<file path="config.mk">
export PLATFORM = sky130hd
export DESIGN_NAME = sr_flag_arbiter
export DESIGN_NICKNAME = d
export VERILOG_FILES = /design/src/rtl/sr_arb_pkg.sv /design/src/rtl/rr_arbiter.sv /design/src/rtl/sr_flag_arbiter.sv
export SDC_FILE = /design/constraint.sdc
export NUM_CORES = 1
export LEC_CHECK = 0
export ABC_AREA = 1
export CAP_MARGIN = 20
export CORE_MARGIN = 2
export CORE_UTILIZATION = 35
export CTS_BUF_LIST = sky130_fd_sc_hd__clkbuf_4
export DETAILED_ROUTE_END_ITERATION = 12
export GPL_TIMING_DRIVEN = 0
export SYNTH_ARGS = -nofsm -noshare
export SYNTH_HDL_FRONTEND = slang
export SYNTH_SLANG_ARGS = --single-unit
export TNS_END_PERCENT = 50
</file>
<file path="constraint.sdc">
create_clock -name CLK -period 4.8 [get_ports CLK]
set_input_delay 0.96 -clock CLK [delete_from_list [all_inputs] [get_ports CLK]]
set_output_delay 0.96 -clock CLK [all_outputs]
set_load 0.02 [all_outputs]
</file>
<file path="src/rtl/sr_arb_pkg.sv">
// Shared definitions for the SR flag arbiter: FSM state encoding and the
// helper that extracts one requester's flag-index field from a packed vector.
package sr_arb_pkg;

  // Widest packed index vector the slice helper accepts (NREQ*FLAG_W must fit).
  localparam int IDX_PAD_W = 256;

  // FSM encoding; the unused code 2'd3 is steered back to IDLE by the FSM.
  typedef enum logic [1:0] {
    IDLE    = 2'd0,
    APPLY   = 2'd1,
    RELEASE = 2'd2
  } arb_state_e;

  // Return field number `sel` (each `w` bits wide) of a packed vector.
  function automatic logic [31:0] idx_slice(
    input logic [IDX_PAD_W-1:0] vec,
    input int unsigned          sel,
    input int unsigned          w
  );
    logic [IDX_PAD_W-1:0] sh;
    logic [31:0]          mask;
    sh   = vec >> (sel * w);
    mask = (32'd1 << w) - 32'd1;
    return sh[31:0] & mask;
  endfunction

endpackage

</file>
<file path="src/rtl/rr_arbiter.sv">
// Combinational round-robin arbiter: the search starts at ptr_i and wraps,
// returning a one-hot grant, its index and a valid flag.
module rr_arbiter #(
  parameter  int NREQ = 4,
  localparam int IW   = $clog2(NREQ)
) (
  input  logic [NREQ-1:0] req_i,
  input  logic [IW-1:0]   ptr_i,
  output logic [NREQ-1:0] gnt_o,
  output logic [IW-1:0]   gnt_idx_o,
  output logic            valid_o
);

  int          cand_s;
  logic [IW-1:0] cand_idx_s;

  // First requester at or after the pointer (modulo NREQ) wins.
  always_comb begin
    gnt_o      = {NREQ{1'b0}};
    gnt_idx_o  = {IW{1'b0}};
    valid_o    = 1'b0;
    cand_s     = 0;
    cand_idx_s = {IW{1'b0}};
    for (int off = 0; off < NREQ; off++) begin
      cand_s = int'(ptr_i) + off;
      if (cand_s >= NREQ) begin
        cand_s = cand_s - NREQ;
      end else begin
        cand_s = cand_s;
      end
      cand_idx_s = IW'(cand_s);
      if (!valid_o && req_i[cand_idx_s]) begin
        valid_o            = 1'b1;
        gnt_idx_o          = cand_idx_s;
        gnt_o[cand_idx_s]  = 1'b1;
      end else begin
        valid_o = valid_o;
      end
    end
  end

endmodule

</file>
<file path="src/rtl/sr_flag_arbiter.sv">
// Round-robin serialiser of set/clear commands from NREQ requesters onto a
// bank of NFLAG SR flags. Set dominates clear; out-of-range indices are acked
// with err_o and leave the bank untouched.
module sr_flag_arbiter
  import sr_arb_pkg::*;
#(
  parameter  int NREQ   = 4,
  parameter  int NFLAG  = 8,
  localparam int FLAG_W = $clog2(NFLAG),
  localparam int GW     = $clog2(NREQ)
) (
  input  logic                     CLK,
  input  logic                     rst,
  input  logic [NREQ-1:0]          req,
  input  logic [NREQ-1:0]          set_i,
  input  logic [NREQ-1:0]          clr_i,
  input  logic [NREQ*FLAG_W-1:0]   idx_i,
  output logic [NREQ-1:0]          ack_o,
  output logic                     err_o,
  output logic                     busy_o,
  output logic [GW-1:0]            grant_id,
  output logic [NFLAG-1:0]         Q,
  output logic [NFLAG-1:0]         Qbar
);

  arb_state_e          state_q;
  logic [NFLAG-1:0]    q_q, qbar_q, q_d;
  logic [NREQ-1:0]     ack_q, ack_d;
  logic                err_q, busy_q;
  logic [GW-1:0]       grant_q, ptr_q, ptr_d;
  logic                lat_set_q, lat_clr_q, lat_bad_q;
  logic [FLAG_W-1:0]   lat_idx_q;

  logic [NREQ-1:0]     arb_gnt_s;
  logic [GW-1:0]       arb_idx_s;
  logic                arb_valid_s;
  logic [IDX_PAD_W-1:0] idx_pad_s;
  logic [31:0]         win_idx_s;
  logic                win_set_s, win_clr_s, win_bad_s;
  logic [NFLAG-1:0]    sel_s;

  rr_arbiter #(.NREQ(NREQ)) u_rr (
    .req_i     (req),
    .ptr_i     (ptr_q),
    .gnt_o     (arb_gnt_s),
    .gnt_idx_o (arb_idx_s),
    .valid_o   (arb_valid_s)
  );

  // Pick out the winner's command and the pointer value that follows it.
  always_comb begin
    idx_pad_s                   = {IDX_PAD_W{1'b0}};
    idx_pad_s[NREQ*FLAG_W-1:0]  = idx_i;
    win_idx_s = idx_slice(idx_pad_s, 32'(arb_idx_s), 32'(FLAG_W));
    win_set_s = |(set_i & arb_gnt_s);
    win_clr_s = |(clr_i & arb_gnt_s);
    win_bad_s = (win_idx_s >= 32'(NFLAG));
    if (arb_idx_s == GW'(NREQ - 1)) begin
      ptr_d = {GW{1'b0}};
    end else begin
      ptr_d = arb_idx_s + GW'(1);
    end
  end

  // Next flag-bank value and ack vector for the latched command; an
  // out-of-range index decodes to an empty select and so changes nothing.
  always_comb begin
    sel_s = {NFLAG{1'b0}};
    for (int k = 0; k < NFLAG; k++) begin
      sel_s[k] = (lat_idx_q == FLAG_W'(k)) && !lat_bad_q;
    end
    if (lat_set_q) begin
      q_d = q_q | sel_s;
    end else if (lat_clr_q) begin
      q_d = q_q & ~sel_s;
    end else begin
      q_d = q_q;
    end
    ack_d = {NREQ{1'b0}};
    for (int r = 0; r < NREQ; r++) begin
      ack_d[r] = (grant_q == GW'(r));
    end
  end

  // Control FSM, command latch, pointer and flag bank; reset aborts any op.
  always_ff @(posedge CLK) begin
    if (rst) begin
      state_q   <= IDLE;
      q_q       <= {NFLAG{1'b0}};
      qbar_q    <= {NFLAG{1'b1}};
      ack_q     <= {NREQ{1'b0}};
      err_q     <= 1'b0;
      busy_q    <= 1'b0;
      grant_q   <= {GW{1'b0}};
      ptr_q     <= {GW{1'b0}};
      lat_set_q <= 1'b0;
      lat_clr_q <= 1'b0;
      lat_bad_q <= 1'b0;
      lat_idx_q <= {FLAG_W{1'b0}};
    end else begin
      case (state_q)
        IDLE: begin
          ack_q <= {NREQ{1'b0}};
          err_q <= 1'b0;
          if (arb_valid_s) begin
            lat_set_q <= win_set_s;
            lat_clr_q <= win_clr_s;
            lat_bad_q <= win_bad_s;
            lat_idx_q <= FLAG_W'(win_idx_s);
            grant_q   <= arb_idx_s;
            ptr_q     <= ptr_d;
            busy_q    <= 1'b1;
            state_q   <= APPLY;
          end else begin
            busy_q    <= 1'b0;
            state_q   <= IDLE;
          end
        end
        APPLY: begin
          q_q     <= q_d;
          qbar_q  <= ~q_d;
          ack_q   <= ack_d;
          err_q   <= lat_bad_q;
          busy_q  <= 1'b1;
          state_q <= RELEASE;
        end
        RELEASE: begin
          ack_q   <= {NREQ{1'b0}};
          err_q   <= 1'b0;
          busy_q  <= 1'b0;
          state_q <= IDLE;
        end
        default: begin
          ack_q   <= {NREQ{1'b0}};
          err_q   <= 1'b0;
          busy_q  <= 1'b0;
          state_q <= IDLE;
        end
      endcase
    end
  end

  assign ack_o    = ack_q;
  assign err_o    = err_q;
  assign busy_o   = busy_q;
  assign grant_id = grant_q;
  assign Q        = q_q;
  assign Qbar     = qbar_q;

endmodule

</file>
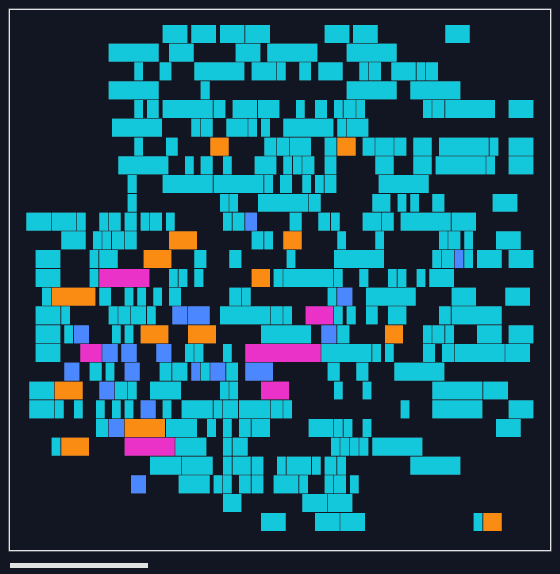
(cells by drive strength)
Bar = 20 um.
[drive 6 and up] magenta | cells: 6
[drive 2] blue | cells: 19
[drive 1 or less] cyan | cells: 286
[drive 3 to 4] orange | cells: 14

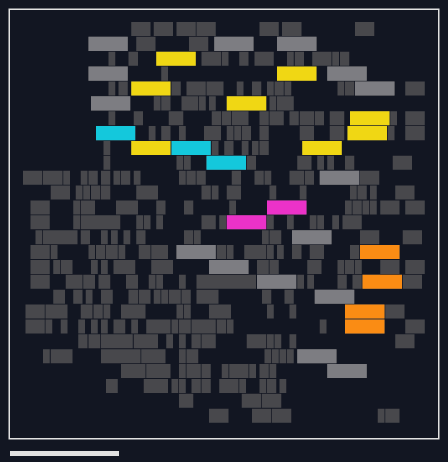
(sequential cells colored by netlist name)
Bar = 20 um. Other sequential cells in the stronger gray, the rest of the logic in the fainter gray.
[state_q] magenta | flops: 2
[ack_o] orange | flops: 4
[Q] yellow | flops: 8
[lat_idx_q] cyan | flops: 3

==> results.py <==
# Auto-generated metrics
metrics = {
    "detailed_routing": {
        "drtIter0Drc": 46,
        "vias": 1865,
        "drtPass1Iterations": 5,
        "via_per_inst": 4.70,
        "wl_per_cell_um": 11.4,
        "drc": 0,
    },
    "finish": {
        "fin_cells": 397,
        "syn_to_final_growth_pct": 33.4,
        "drive_above_1_share": 0.120,
        "lay_top_count": "nand2_1",
        "layout_top_cells": "nand2_1, clkdlybuf4s50_1, dfxtp_1",
    },
    "setup_path": {
        "crit_type": "input port to register",
        "ff2ff_setup_slack_ns": 2.27,
        "crit_arrival_ns": 2.78,
        "worstPathRequired_ns": 5.05,
        "worstSetupEndpointType": "register",
        "max_stage_delay_ns": 0.52,
        "path_buffers": 2,
    },
    "worst_hold_path": {
        "min_to": "Qbar[6]$_SDFFE_PP1P_",
        "hold_depth": 2,
    },
    "global_routing": {
        "antenna_found_initial": 0,
        "grt_max_degree": 11,
    },
    "final_timing": {
        "finalCritPeriodShare": 0.528,
        "setup_tns_ns": 0,
        "rsz0062_at_grt": "false",
        "hold_viol": 0,
    },
    "placed_design": {
        "placedInstanceArea_mm2": 0.00250,
    },
    "power": {
        "powerDensity_mw_per_mm2": 626,
        "switching_share": 0.484,
        "ir_drop_v": 0.000261,
        "seq_power_mw": 0.412,
    },
    "synthesis": {
        "ys_cells": 269,
        "ys.flop_type": "dfxtp_1",
        "yosys_warnings": 0,
    },
    "run_status": {
        "status": "finished, final reports clean",
    },
    "clock_network": {
        "cts-resized-gates": 0,
        "post-cts-setup-buffers": 0,
    },
}
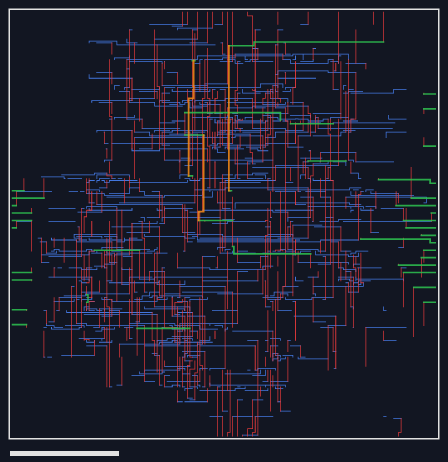
(routed metal, one color a layer)
Bar = 20 um.
[met4] orange | wire length: 65.1 um
[met2] red | wire length: 2000 um
[met1] blue | wire length: 2250 um
[met3] green | wire length: 217 um

## sequential cells by signal (all words and copies together) (netlist names)
register / count
busy_o: 1
ptr_q: 2
state_q: 2
lat_set_q: 1
Qbar: 8
grant_id: 2
lat_idx_q: 3
Q: 8
ack_o: 4
lat_clr_q: 1
## logic make-up (layout without fill, tap and decap cells)
logic type,count (synthesis),in the layout,share of synthesized area
AOI/OAI and AO/OA,48,48,0.155
adders and majority gates,8,8,0.0518
buffers and inverters,41,97,0.0927
DFF,32,32,0.332
other,1,1,0.00194
and+or+nand+nor,139,139,0.367
## area by class of cell
type                    instances  area (um2)  area share
plain buffers                   9        53.8      0.0209
clock buffers                   5        37.5      0.0146
clock inverters                 3        37.5      0.0146
inverters                      32         125      0.0486
multi-input cells             196        1110       0.431
flip-flops and latches         32         641       0.249
well taps                      72        90.1      0.0350
repair buffers                 48         480       0.186
## how the worst max path moves through the flow
stage / from / end / slack (ns) / cells after the start
4_1_cts: ptr_q[1]$_SDFFE_PP0P_ / lat_idx_q[0]$_SDFFE_PP0P_ / 2.27 / 12
3_3_place_gp: req[0] / lat_idx_q[0]$_SDFFE_PP0P_ / 1.90 / 11
5_1_grt: ptr_q[1]$_SDFFE_PP0P_ / lat_idx_q[2]$_SDFFE_PP0P_ / 2.05 / 12
2_1_floorplan: ptr_q[1]$_SDFFE_PP0P_ / lat_idx_q[0]$_SDFFE_PP0P_ / 2.73 / 13
3_5_place_dp: req[0] / lat_idx_q[0]$_SDFFE_PP0P_ / 1.91 / 11
6_report: req[0] / lat_idx_q[0]$_SDFFE_PP0P_ / 2.27 / 11
## layer usage
metal  track usage  wire length [um]  up-vias  share of wire
met2         0.251              2000       48           0.44
li1              -                 -      988              -
met1         0.204              2250      823           0.50
met3        0.0299               217        6          0.048
met4        0.0491                65        0          0.014
met5             0                 0        -              0
Power figures rest on the tool's default switching activity, not on a simulated workload.
